===== config.mk =====
export PLATFORM = sky130hd
export DESIGN_NAME = lift_call_scheduler
export DESIGN_NICKNAME = d
export VERILOG_FILES = /design/src/rtl/lift_call_scheduler.sv
export SDC_FILE = /design/constraint.sdc
export NUM_CORES = 1
export LEC_CHECK = 0
export ABC_AREA = 1
export CAP_MARGIN = 20
export CORE_ASPECT_RATIO = 0.8
export CORE_UTILIZATION = 45
export CTS_BUF_LIST = sky130_fd_sc_hd__clkbuf_4 sky130_fd_sc_hd__clkbuf_8
export CTS_CLUSTER_DIAMETER = 40
export DETAILED_ROUTE_END_ITERATION = 6
export HOLD_SLACK_MARGIN = 0.06
export PLACE_DENSITY = 0.71
export SETUP_SLACK_MARGIN = 0.1
export SLEW_MARGIN = 15
export SYNTH_ARGS = -nofsm -noshare
export SYNTH_HDL_FRONTEND = slang
export SYNTH_SLANG_ARGS = --single-unit
export TNS_END_PERCENT = 100

===== constraint.sdc =====
create_clock -name i_clk -period 1.87 [get_ports i_clk]
set_input_delay 0.4675 -clock i_clk [delete_from_list [all_inputs] [get_ports i_clk]]
set_output_delay 0.4675 -clock i_clk [all_outputs]
set_load 0.02 [all_outputs]

===== src/rtl/lift_call_scheduler.sv =====
// SCAN lift-call scheduler: latches floor calls, sequences MOVE/DOOR with down-counter timers.
// Optional LIFT_SCHED_DOOR_HOLD_EN adds i_door_hold to extend the door dwell.
module lift_call_scheduler #(
  parameter int FLOORS      = 4,
  parameter int MOVE_CYCLES = 8,
  parameter int DOOR_CYCLES = 4
) (
  input  logic              i_clk,
  input  logic              i_reset,
  input  logic [FLOORS-1:0] i_call_req,
`ifdef LIFT_SCHED_DOOR_HOLD_EN
  input  logic              i_door_hold,
`endif
  output logic [FLOORS-1:0] o_floor,
  output logic [FLOORS-1:0] o_pending,
  output logic              o_moving_up,
  output logic              o_moving_down,
  output logic              o_door_open,
  output logic              o_busy
);

  // state  | meaning
  // S_IDLE | car stopped, door closed, choosing next action from pending
  // S_MOVE | travelling one floor in r_dir_up direction
  // S_DOOR | door open at current floor, calls to this floor absorbed
  typedef enum logic [1:0] {S_IDLE, S_MOVE, S_DOOR} state_t;

  localparam int CNT_MAX = (MOVE_CYCLES > DOOR_CYCLES) ? MOVE_CYCLES : DOOR_CYCLES;
  localparam int CW      = (CNT_MAX > 1) ? $clog2(CNT_MAX) : 1;

  state_t            r_state;
  logic              r_dir_up;
  logic [CW-1:0]     r_cnt;
  logic [FLOORS-1:0] r_floor;
  logic [FLOORS-1:0] r_pending;

  state_t            w_state_nxt;
  logic              w_dir_up_nxt;
  logic [CW-1:0]     w_cnt_nxt;
  logic [FLOORS-1:0] w_floor_nxt;
  logic [FLOORS-1:0] w_pending_nxt;
  logic              w_clear;
  logic              w_hold;
  logic [FLOORS-1:0] w_mask_below;
  logic [FLOORS-1:0] w_mask_above;
  logic              w_any_below;
  logic              w_any_above;
  logic              w_ahead;
  logic              w_behind;

`ifdef LIFT_SCHED_DOOR_HOLD_EN
  assign w_hold = i_door_hold;
`else
  assign w_hold = 1'b0;
`endif

  // floor is one-hot, so floor-1 marks every floor strictly below the car
  assign w_mask_below = r_floor - FLOORS'(1);
  assign w_mask_above = ~(w_mask_below | r_floor);
  assign w_any_below  = |(r_pending & w_mask_below);
  assign w_any_above  = |(r_pending & w_mask_above);
  assign w_ahead      = r_dir_up ? w_any_above : w_any_below;
  assign w_behind     = r_dir_up ? w_any_below : w_any_above;

  always_comb begin
    w_state_nxt  = r_state;
    w_dir_up_nxt = r_dir_up;
    w_cnt_nxt    = r_cnt;
    w_floor_nxt  = r_floor;
    w_clear      = 1'b0;
    case (r_state)
      S_IDLE: begin
        if (|(r_pending & r_floor)) begin
          w_state_nxt = S_DOOR;
          w_cnt_nxt   = CW'(DOOR_CYCLES - 1);
          w_clear     = 1'b1;
        end else if (w_ahead) begin
          w_state_nxt = S_MOVE;
          w_cnt_nxt   = CW'(MOVE_CYCLES - 1);
        end else if (w_behind) begin
          w_state_nxt  = S_MOVE;
          w_dir_up_nxt = ~r_dir_up;
          w_cnt_nxt    = CW'(MOVE_CYCLES - 1);
        end
      end
      S_MOVE: begin
        if (r_cnt == '0) begin
          w_state_nxt = S_IDLE;
          if (r_dir_up && !r_floor[FLOORS-1]) begin
            w_floor_nxt = r_floor << 1;
          end else if (!r_dir_up && !r_floor[0]) begin
            w_floor_nxt = r_floor >> 1;
          end
        end else begin
          w_cnt_nxt = r_cnt - CW'(1);
        end
      end
      S_DOOR: begin
        w_clear = 1'b1;
        if (w_hold) begin
          w_cnt_nxt = CW'(DOOR_CYCLES - 1);
        end else if (r_cnt == '0) begin
          w_state_nxt = S_IDLE;
        end else begin
          w_cnt_nxt = r_cnt - CW'(1);
        end
      end
      default: begin
        w_state_nxt = S_IDLE;
        w_cnt_nxt   = '0;
      end
    endcase
    w_pending_nxt = (r_pending | i_call_req) & ~({FLOORS{w_clear}} & r_floor);
  end

  always_ff @(posedge i_clk) begin
    if (i_reset) begin
      r_state   <= S_IDLE;
      r_dir_up  <= 1'b1;
      r_cnt     <= '0;
      r_floor   <= FLOORS'(1);
      r_pending <= '0;
    end else begin
      r_state   <= w_state_nxt;
      r_dir_up  <= w_dir_up_nxt;
      r_cnt     <= w_cnt_nxt;
      r_floor   <= w_floor_nxt;
      r_pending <= w_pending_nxt;
    end
  end

  assign o_floor       = r_floor;
  assign o_pending     = r_pending;
  assign o_moving_up   = (r_state == S_MOVE) && r_dir_up;
  assign o_moving_down = (r_state == S_MOVE) && !r_dir_up;
  assign o_door_open   = (r_state == S_DOOR);
  assign o_busy        = (r_state != S_IDLE) || (r_pending != '0);

endmodule


==> results.cfg, run 1 <==
; flow metrics
[status]
run_status = complete, no violations

[grt]
wire_length_of_the_first_global_routing_pass_mm = 3.59

[setup_path]
rr_worst_depth = 13
timing.critical_path.cells = clkdlybuf4s50_1
regToRegEndpoint = r_cnt[0]
timing.critical_path.fanout_max = 4

[cells_and_area]
fin_cells = 187

[synthesis]
ys_dominant_reg_cell = sky130_fd_sc_hd__dfxtp_1
postSynthRegisterBits = 14
synth_top_cell_by_count = sky130_fd_sc_hd__nand2_1
synthesis.area_um2 = 935

[drt]
post_drt_wl_per_cell_um = 12.6

[power]
power_internal_mw = 1.06
seq-power_mw = 0.483
leakagePower_nw = 0.644
power-top-group = combinational cells

[place]
postPlaceCellArea_um2 = 1200

[flow_run]
cap_viol_max_count = 0

[timing]
final-setup-viol-count = 0
period_used_pct = 93.0

[floorplanning]
initial_core_util_pct = 49.0
die_area_um2 = 2260

[hold_path]
hold_depth = 2

[cts]
hold_buffers = 0
numCtsBuffers = 3
## run 1: sequential cells by signal, indices dropped and copies added (netlist names)
name and count:
o_floor 4, o_pending 4, r_cnt 3, r_dir_up 1
r_state 2
## run 1: routing by layer
layer / part of all wire [%] / track usage, % / wire (um) / vias up
met4: 0.85 / 4.74 / 20 / 0
met1: 50 / 32.0 / 1170 / 429
met5: 0 / 0 / 0 / -
li1: - / - / - / 486
met2: 45 / 32.9 / 1060 / 16
met3: 4.5 / 6.45 / 106 / 2
## run 1: area by class of cell
cell class | instances | share of cell area (%)
Sequential cell | 14 | 22.1
Multi-Input combinational cell | 97 | 47.6
Tap cell | 24 | 2.28
Clock buffer | 4 | 2.76
Inverter | 19 | 6.18
Timing Repair Buffer | 29 | 19.1
Run 1, signal wires on met1:
The bar under the picture is 20 um long. Cells faint in the background.
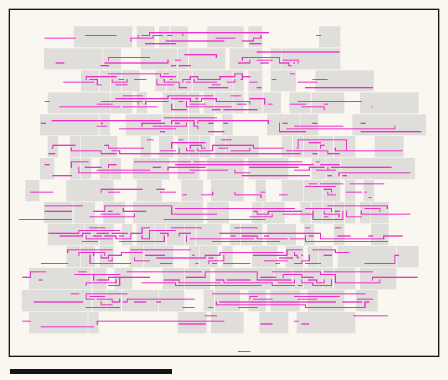
wire length on this layer: 1170 um
nets with wire on the layer: 160
share of all routed wire: 50%
main direction: horizontal

Run 1, met2 routing:
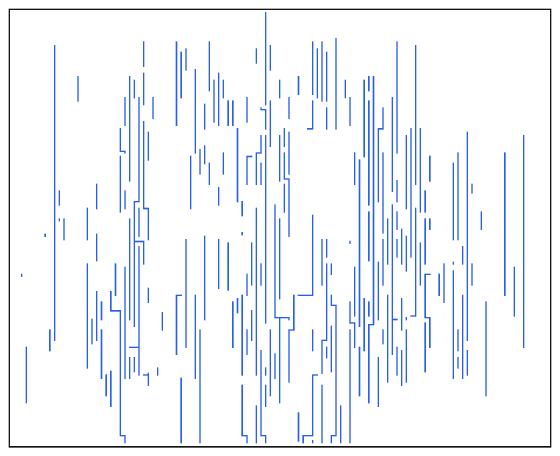
longest straight run: 28.9 um
main direction: vertical

Run 1, signal wires on met3:
The bar under the picture is 20 um long.
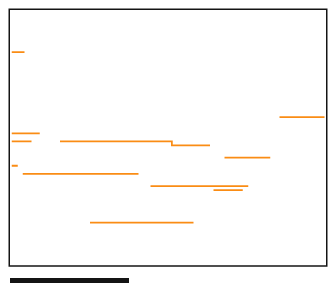
main direction: horizontal
nets with wire on the layer: 10
wire length on this layer: 107 um
longest straight run: 19.1 um
share of all routed wire: 4.5%

Run 1, the clock network:
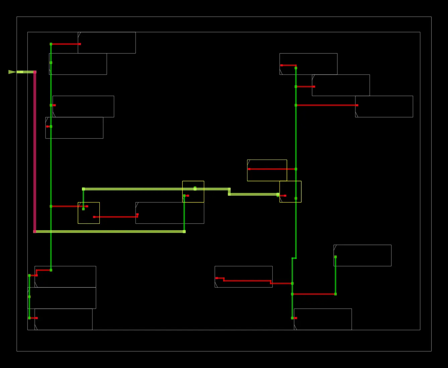

==> run 1 -> run 2 <==
Settings changed: CORE_ASPECT_RATIO 0.8 to unset.
Run 2, the clock network:
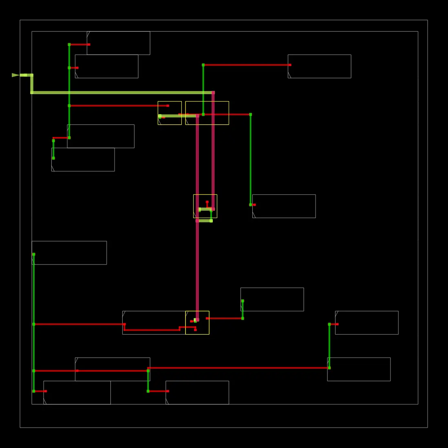
clock buffer count from CTS: 3
Clock Skews: 0.00296 ns
number of clock buffer instances in the layout: 4
number of clock sinks: 14

==> results.cfg, run 2 <==
; flow metrics
[status]
run_status = complete, no violations

[timing]
timing_hold_violations_final = 0
final-setup-viol-count = 0
transition_time_of_the_tightest_slew_check_pin_ns = 0.271

[synthesis]
synth_stat.cells = 131
synth_cells = 131
postSynthRegisterBits = 14
ys_dominant_reg_cell = sky130_fd_sc_hd__dfxtp_1
synth_top_cell_by_count = sky130_fd_sc_hd__nand2_1
synthesis.area_um2 = 935

[grt]
wire_length_of_the_first_global_routing_pass_mm = 3.22
grt_start_max_net_pins = 9

[setup_path]
regToRegEndpoint = r_cnt[0]
rr_worst_depth = 13
timing.critical_path.fanout_max = 3
data_arrival_time_of_the_critical_path_ns = 1.22
timing.critical_path.cells = inv_1 > ha_1 > inv_1 > nor2_1 > clkbuf_2
critPathCapture = o_moving_down

[place]
postPlaceCellArea_um2 = 1200

[cells_and_area]
layout.cell_area.non_filler_um2 = 1330
final_common_cell = sky130_fd_sc_hd__nand2_1
top_cells_excl_fill_tap = sky130_fd_sc_hd__nand2_1 (29), sky130_fd_sc_hd__inv_1 (14), sky130_fd_sc_hd__buf_4 (14)
fin_cells = 192

[floorplanning]
initial_core_util_pct = 47.6
die_area_um2 = 2260
die_height_um = 47.6

[power]
seq-power_mw = 0.483
clockNetworkPower_mw = 0.229
power_internal_mw = 1.05
leakagePower_nw = 0.670
power-top-group = combinational cells

[flow_run]
cap_viol_max_count = 0

[hold_path]
hold_depth = 2

[cts]
clk_root_buffer_cell = sky130_fd_sc_hd__clkbuf_4
worst_skew_pair.late_latency_ns = 0.29

[drt]
post_drt_wl_per_cell_um = 12.6
first_pass_iters = 4
Run 2, signal wires on met1:
The bar under the picture is 10 um long. Cells faint in the background.
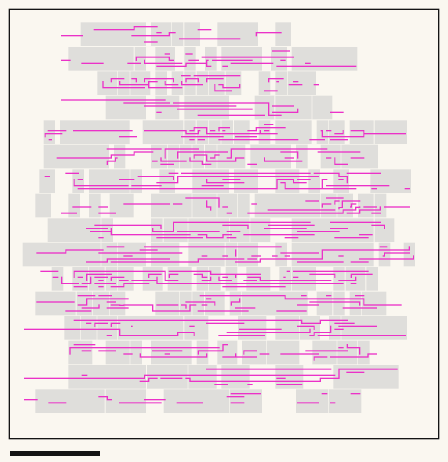
share of all routed wire: 50%
longest straight run: 25.3 um
nets with wire on the layer: 165

run 2: area by class of cell:
type | instances | area share (%)
flip-flops and latches | 14 | 21.9
well taps | 27 | 2.55
repair buffers | 31 | 19.6
multi-input cells | 97 | 47.0
clock buffers | 4 | 2.74
inverters | 19 | 6.14
run 2: per-layer routing:
metal	share of wire [%]	track usage [%]	vias up
li1	-	-	488
met1	50	31.1	442
met2	46	30.7	11
met3	2.9	4.53	5
met4	1.5	10.0	0
met5	0	0	-
run 2: what timing repair did:
item,4_1_cts,5_1_grt
pin swaps,0,9
endpoints found under the setup margin,8,12
buffers inserted,0,5
hold buffers,0,0
resized,11,30
Power is estimated from default activity; no workload was simulated.
